### Power grid

The bar under the picture is 20 um long. Pins as bars on the die edge.
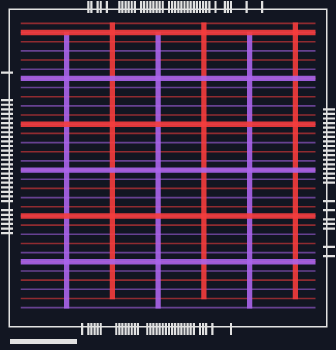
### Placed cells, one colour a class

Fill, decap, tap and diode cells in grey.
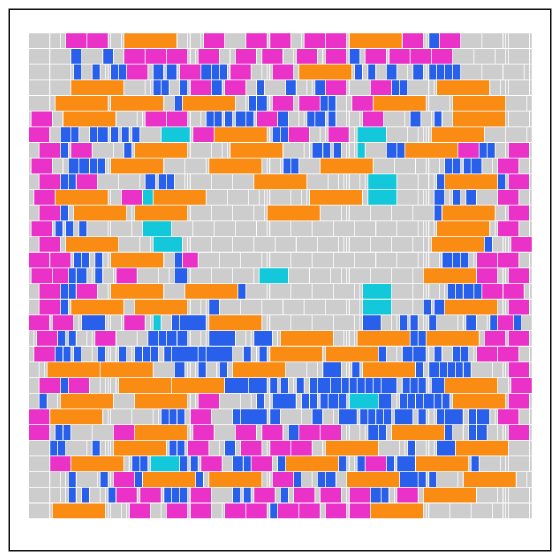
### Routed clock nets over the placement

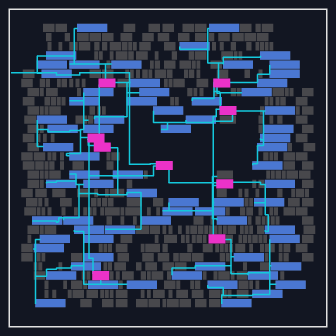
### Wiring by layer

The bar under the picture is 20 um long. Two of the layers only.
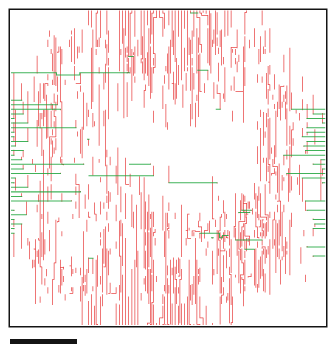
### Clock nets

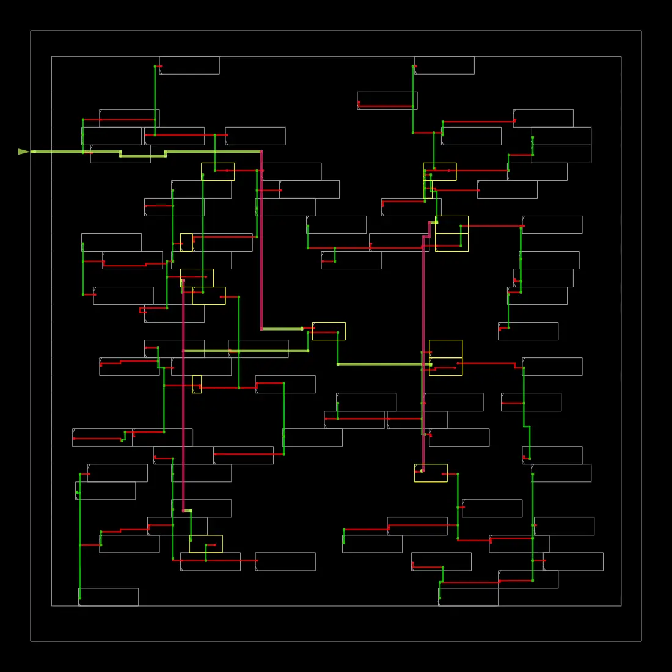
**config.mk**
```make
export PLATFORM = sky130hd
export DESIGN_NAME = alu_rf_sequencer
export DESIGN_NICKNAME = d
export VERILOG_FILES = /design/src/rtl/alu_rf_sequencer.sv
export SDC_FILE = /design/constraint.sdc
export NUM_CORES = 1
export LEC_CHECK = 0
export ABC_AREA = 1
export CORE_MARGIN = 3
export CORE_UTILIZATION = 40
export CTS_CLUSTER_SIZE = 14
export DETAILED_ROUTE_END_ITERATION = 12
export PLACE_DENSITY = 0.87
export SETUP_SLACK_MARGIN = 0.1
export SYNTH_ARGS = -nofsm -noshare
export SYNTH_HDL_FRONTEND = slang
export SYNTH_SLANG_ARGS = --single-unit
export TNS_END_PERCENT = 5
```
**constraint.sdc**
```tcl
create_clock -name clk -period 4.3 [get_ports clk]
set_input_delay 0.645 -clock clk [delete_from_list [all_inputs] [get_ports clk]]
set_output_delay 0.645 -clock clk [all_outputs]
set_load 0.02 [all_outputs]
```
**src/rtl/alu_rf_sequencer.sv**
```systemverilog
// Command sequencer that drives a register bank and ALU: ALU ops walk READ/EXEC/WB,
// load-immediate goes straight to WB. Commands are fully serialized.
module alu_rf_sequencer #(
    parameter int unsigned CNT_W = 16
) (
    input  logic             clk,
    input  logic             reset,
    input  logic             cmd_valid,
    output logic             cmd_ready,
    input  logic             cmd_op,
    input  logic [3:0]       cmd_mode,
    input  logic [4:0]       cmd_sr1,
    input  logic [4:0]       cmd_sr2,
    input  logic [4:0]       cmd_dr,
    input  logic [31:0]      cmd_imm,
    output logic [4:0]       sr1,
    output logic [4:0]       sr2,
    output logic [4:0]       dr,
    output logic             write,
    output logic             sel,
    output logic [31:0]      wrData,
    output logic             alu_en,
    output logic [3:0]       alu_mode,
    output logic             done,
    output logic             busy,
    output logic [CNT_W-1:0] op_count
);

    typedef enum logic [1:0] {
        StIdle,
        StRead,
        StExec,
        StWb
    } state_e;

    state_e             state_q, state_d;
    logic               armed_q;
    logic               op_q;
    logic [3:0]         mode_q;
    logic [4:0]         sr1_q, sr2_q, dr_q;
    logic [31:0]        wrdata_q;
    logic [CNT_W-1:0]   count_q;
    logic               accept;

    assign accept = cmd_valid && cmd_ready;

    always_comb begin
        state_d   = state_q;
        cmd_ready = 1'b0;
        busy      = 1'b1;
        write     = 1'b0;
        alu_en    = 1'b0;
        unique case (state_q)
            StIdle: begin
                busy      = 1'b0;
                // armed_q keeps ready low until the first edge after reset
                cmd_ready = armed_q;
                if (accept) begin
                    state_d = cmd_op ? StWb : StRead;
                end
            end
            StRead: state_d = StExec;
            StExec: begin
                state_d = StWb;
                alu_en  = 1'b1;
            end
            StWb: begin
                state_d = StIdle;
                write   = 1'b1;
                alu_en  = !op_q;
            end
            default: state_d = StIdle;
        endcase
    end

    assign done     = write;
    assign sel      = !(write && !op_q);
    assign alu_mode = alu_en ? mode_q : 4'd0;
    assign sr1      = sr1_q;
    assign sr2      = sr2_q;
    assign dr       = dr_q;
    assign wrData   = wrdata_q;
    assign op_count = count_q;

    always_ff @(posedge clk or posedge reset) begin
        if (reset) begin
            state_q  <= StIdle;
            armed_q  <= 1'b0;
            op_q     <= 1'b0;
            mode_q   <= 4'd0;
            sr1_q    <= 5'd0;
            sr2_q    <= 5'd0;
            dr_q     <= 5'd0;
            wrdata_q <= 32'd0;
            count_q  <= '0;
        end else begin
            state_q <= state_d;
            armed_q <= 1'b1;
            if (accept) begin
                op_q   <= cmd_op;
                mode_q <= cmd_mode;
                sr1_q  <= cmd_sr1;
                sr2_q  <= cmd_sr2;
                dr_q   <= cmd_dr;
                // wrData only changes for loads so it holds its value through ALU ops
                if (cmd_op) begin
                    wrdata_q <= cmd_imm;
                end
            end
            if (write) begin
                count_q <= count_q + 1'b1;
            end
        end
    end

endmodule

```
==> flow_metrics.tcl <==
# place-and-route summary
set metrics [dict create \
    post-route-min-period_ns 2.80 \
    wl_um 7640 \
    crit_start "state_q[1]$_DFFE_PP0P_" \
    cp_num_cells 4 \
    mux_share_pct 0.366 \
    reg2regPathDepth 9 \
    mostFrequentLayoutCell "nand2_1" \
    peakVddDrop_mv 0.276 \
    cts_setup_buffers 0 \
    status "complete, no violations" \
    syn_inst 352 \
    diodes 0 \
    critPathMaxFanout 10 \
    largest_area_cell "dfrtp_1" \
    numPlacedInstances 565 \
    clockBufferDepth 2 \
    reg2reg_from "state_q[0]$_DFFE_PP0P_" \
    syn_avg_cell_area_um2 8.74 \
    rsz0062_at_grt "no" \
    io-pin-count 128 \
    synth_flop_count 71 \
    fp_util_pct 41.8 \
    cp-start-kind "flip-flop" \
    yosysUniqueCellTypes 23 \
    layout.cells.non_filler 579 \
    place_congestion 0.846 \
    cts-root-buf "clkbuf_8" \
    cts_tree "built" \
    cts_resized 0 \
    lay_top_cells "146 x nand2_1, 127 x clkdlybuf4s50_1, 71 x dfrtp_1" \
    antenna_found_initial 0 \
    r2r_end "wrData[31]$_DFFE_PP0P_" \
    critical-path-slowest-cell "clkdlybuf4s50_1" \
    simple_gate_area_share_pct 28.2 \
    power.density_nw_per_um2 661 \
    synth.yosys.seq_area_share_pct 57.7 \
    drtAntennaViolNets 0 \
    synth_nets 412 \
    grt_max_degree 72 \
    hold_viol_final 0 \
    ys_area_um2 3080 \
    max-cap-violations 0 \
    crit_buf_inv 1 \
    relSlewSlack_pct 41.8 \
    setup_viol 0 \
    cp.arrival_ns 2.16 \
    drtIter0Drc 97 \
    place_ws_ns 1.86 \
    viasPerCell 4.71 \
    r2r_slack_ns 2.41 \
    clkTransAtPathRegs_ns 0.07 \
    synth_top_area_share_pct 57.7 \
    grt_overflow 0 \
    postCtsHoldBufs 0 \
    yosysWarnings 0 \
    portBuffers 127 \
    path_cells "ha_1 > a21oi_1 > nor2_1 > clkdlybuf4s50_1" \
    fin_nets 537 \
]
About 'Power grid':
legend:
  VDD:
    colour: red
  VSS:
    colour: purple
met1 rails: 32
met5 straps: 6

About 'Placed cells, one colour a class':
legend:
  remaining buffers and delay cells:
    colour: magenta
    cells: 130
  clock drivers and dummy loads:
    colour: cyan
    cells: 14
  combinational and other logic:
    colour: blue
    cells: 265
  sequential cells:
    colour: orange
    cells: 71
Seq area share: 39.0%
Final Cell Area: 4550 um2
total core area: 7370 um2
row count: 31
Util after Layout: 61.8%

About 'Routed clock nets over the placement':
legend:
  clock drivers:
    colour: magenta
    count: 9
  clock wires:
    colour: cyan
    length: 856 um
  flip-flops:
    colour: blue
    count: 71
routed clock nets: 10
flops lie: spread over the die
Clock Power: 453 uW
clk latency late pin: 0.33 ns

About 'Wiring by layer':
legend:
  metal 2:
    colour: red
    wire_length: 3840 um
  metal 3:
    colour: green
    wire_length: 402 um

About 'Clock nets':
layout clock buffer count: 13
Num CTS Buffers: 9
skew final: 0.00861 ns
clock sinks: 71

sequential cells by signal, indices dropped and copies added (netlist names):
signal,count
dr,5
state_q,2
op_count,16
sr1,5
sr2,5
op_q,1
armed_q,1
mode_q,4
wrData,32
power by group through the flow:
stage | combinational, mW | clock [mW] | sequential, mW
floorplan | 0.452 | 0 | 1.40
global placement | 1.43 | 0 | 1.11
detailed placement | 1.47 | 0 | 1.12
CTS | 1.47 | 0.473 | 1.11
global route | 1.58 | 0.504 | 1.15
finish | 1.45 | 0.453 | 1.11
area by class of cell:
class / instances / area (um2)
inverters: 26 / 97.6
clock buffers: 13 / 159
well taps: 99 / 124
repair buffers: 130 / 1290
fillers: 637 / 2820
clock inverters: 1 / 5.00
multi-input cells: 239 / 1100
flip-flops and latches: 71 / 1780
worst register-to-register path: stages, from the launching register on:
cell	delay, ns
dfrtp_1	0.38
inv_1	0.12
ha_1	0.21
nand2_1	0.07
inv_2	0.07
nand2_4	0.13
inv_2	0.09
buf_4	0.45
nand3_1	0.19
nand2_1	0.10
routing by layer:
layer	GRT usage, %	vias up	wire length (um)
li1	-	1339	-
met1	23.4	1304	3280
met2	30.2	76	3840
met3	4.49	10	402
met4	7.70	0	118
met5	0	-	0
worst min-delay path by stage:
stage | from | to | slack (ns) | cells past startpoint
6_report | wrData[30]$_DFFE_PP0P_ | wrData[30]$_DFFE_PP0P_ | 0.47 | 2
5_1_grt | dr[0]$_DFFE_PP0P_ | dr[0]$_DFFE_PP0P_ | 0.50 | 2
4_1_cts | wrData[30]$_DFFE_PP0P_ | wrData[30]$_DFFE_PP0P_ | 0.47 | 2
3_5_place_dp | wrData[30]$_DFFE_PP0P_ | wrData[30]$_DFFE_PP0P_ | 0.46 | 2
3_3_place_gp | wrData[1]$_DFFE_PP0P_ | wrData[1]$_DFFE_PP0P_ | 0.45 | 2
2_1_floorplan | mode_q[0]$_DFFE_PP0P_ | mode_q[0]$_DFFE_PP0P_ | 0.50 | 2
cell families after synthesis:
family | after synthesis
xor gates and xnor gates | 10
DFF | 71
and+or+nand+nor | 210
AOI/OAI and AO/OA | 12
buffers and inverters | 42
adders and majority gates | 5
other | 1
muxes | 1
synth_stat cells (all sizes together):
cell      n
conb      1
a21oi     1
dfrtp    71
buf      13
o21bai    1
nand4     5
o21ai    10
ha        5
xor2      5
nor2     17
clkbuf    3
inv      26
nand2   148
mux2      1
xnor2     5
nand3    40
stage by stage:
step	hold WS [ns]	power (mW)	utilization, %
floorplan	0.505	1.86	-
global placement	0.453	2.53	59.5
detailed placement	0.458	2.59	59.5
CTS	0.474	3.06	61.8
global route	0.498	3.23	61.8
finish	0.475	3.01	61.8
Power is estimated from default activity; no workload was simulated.
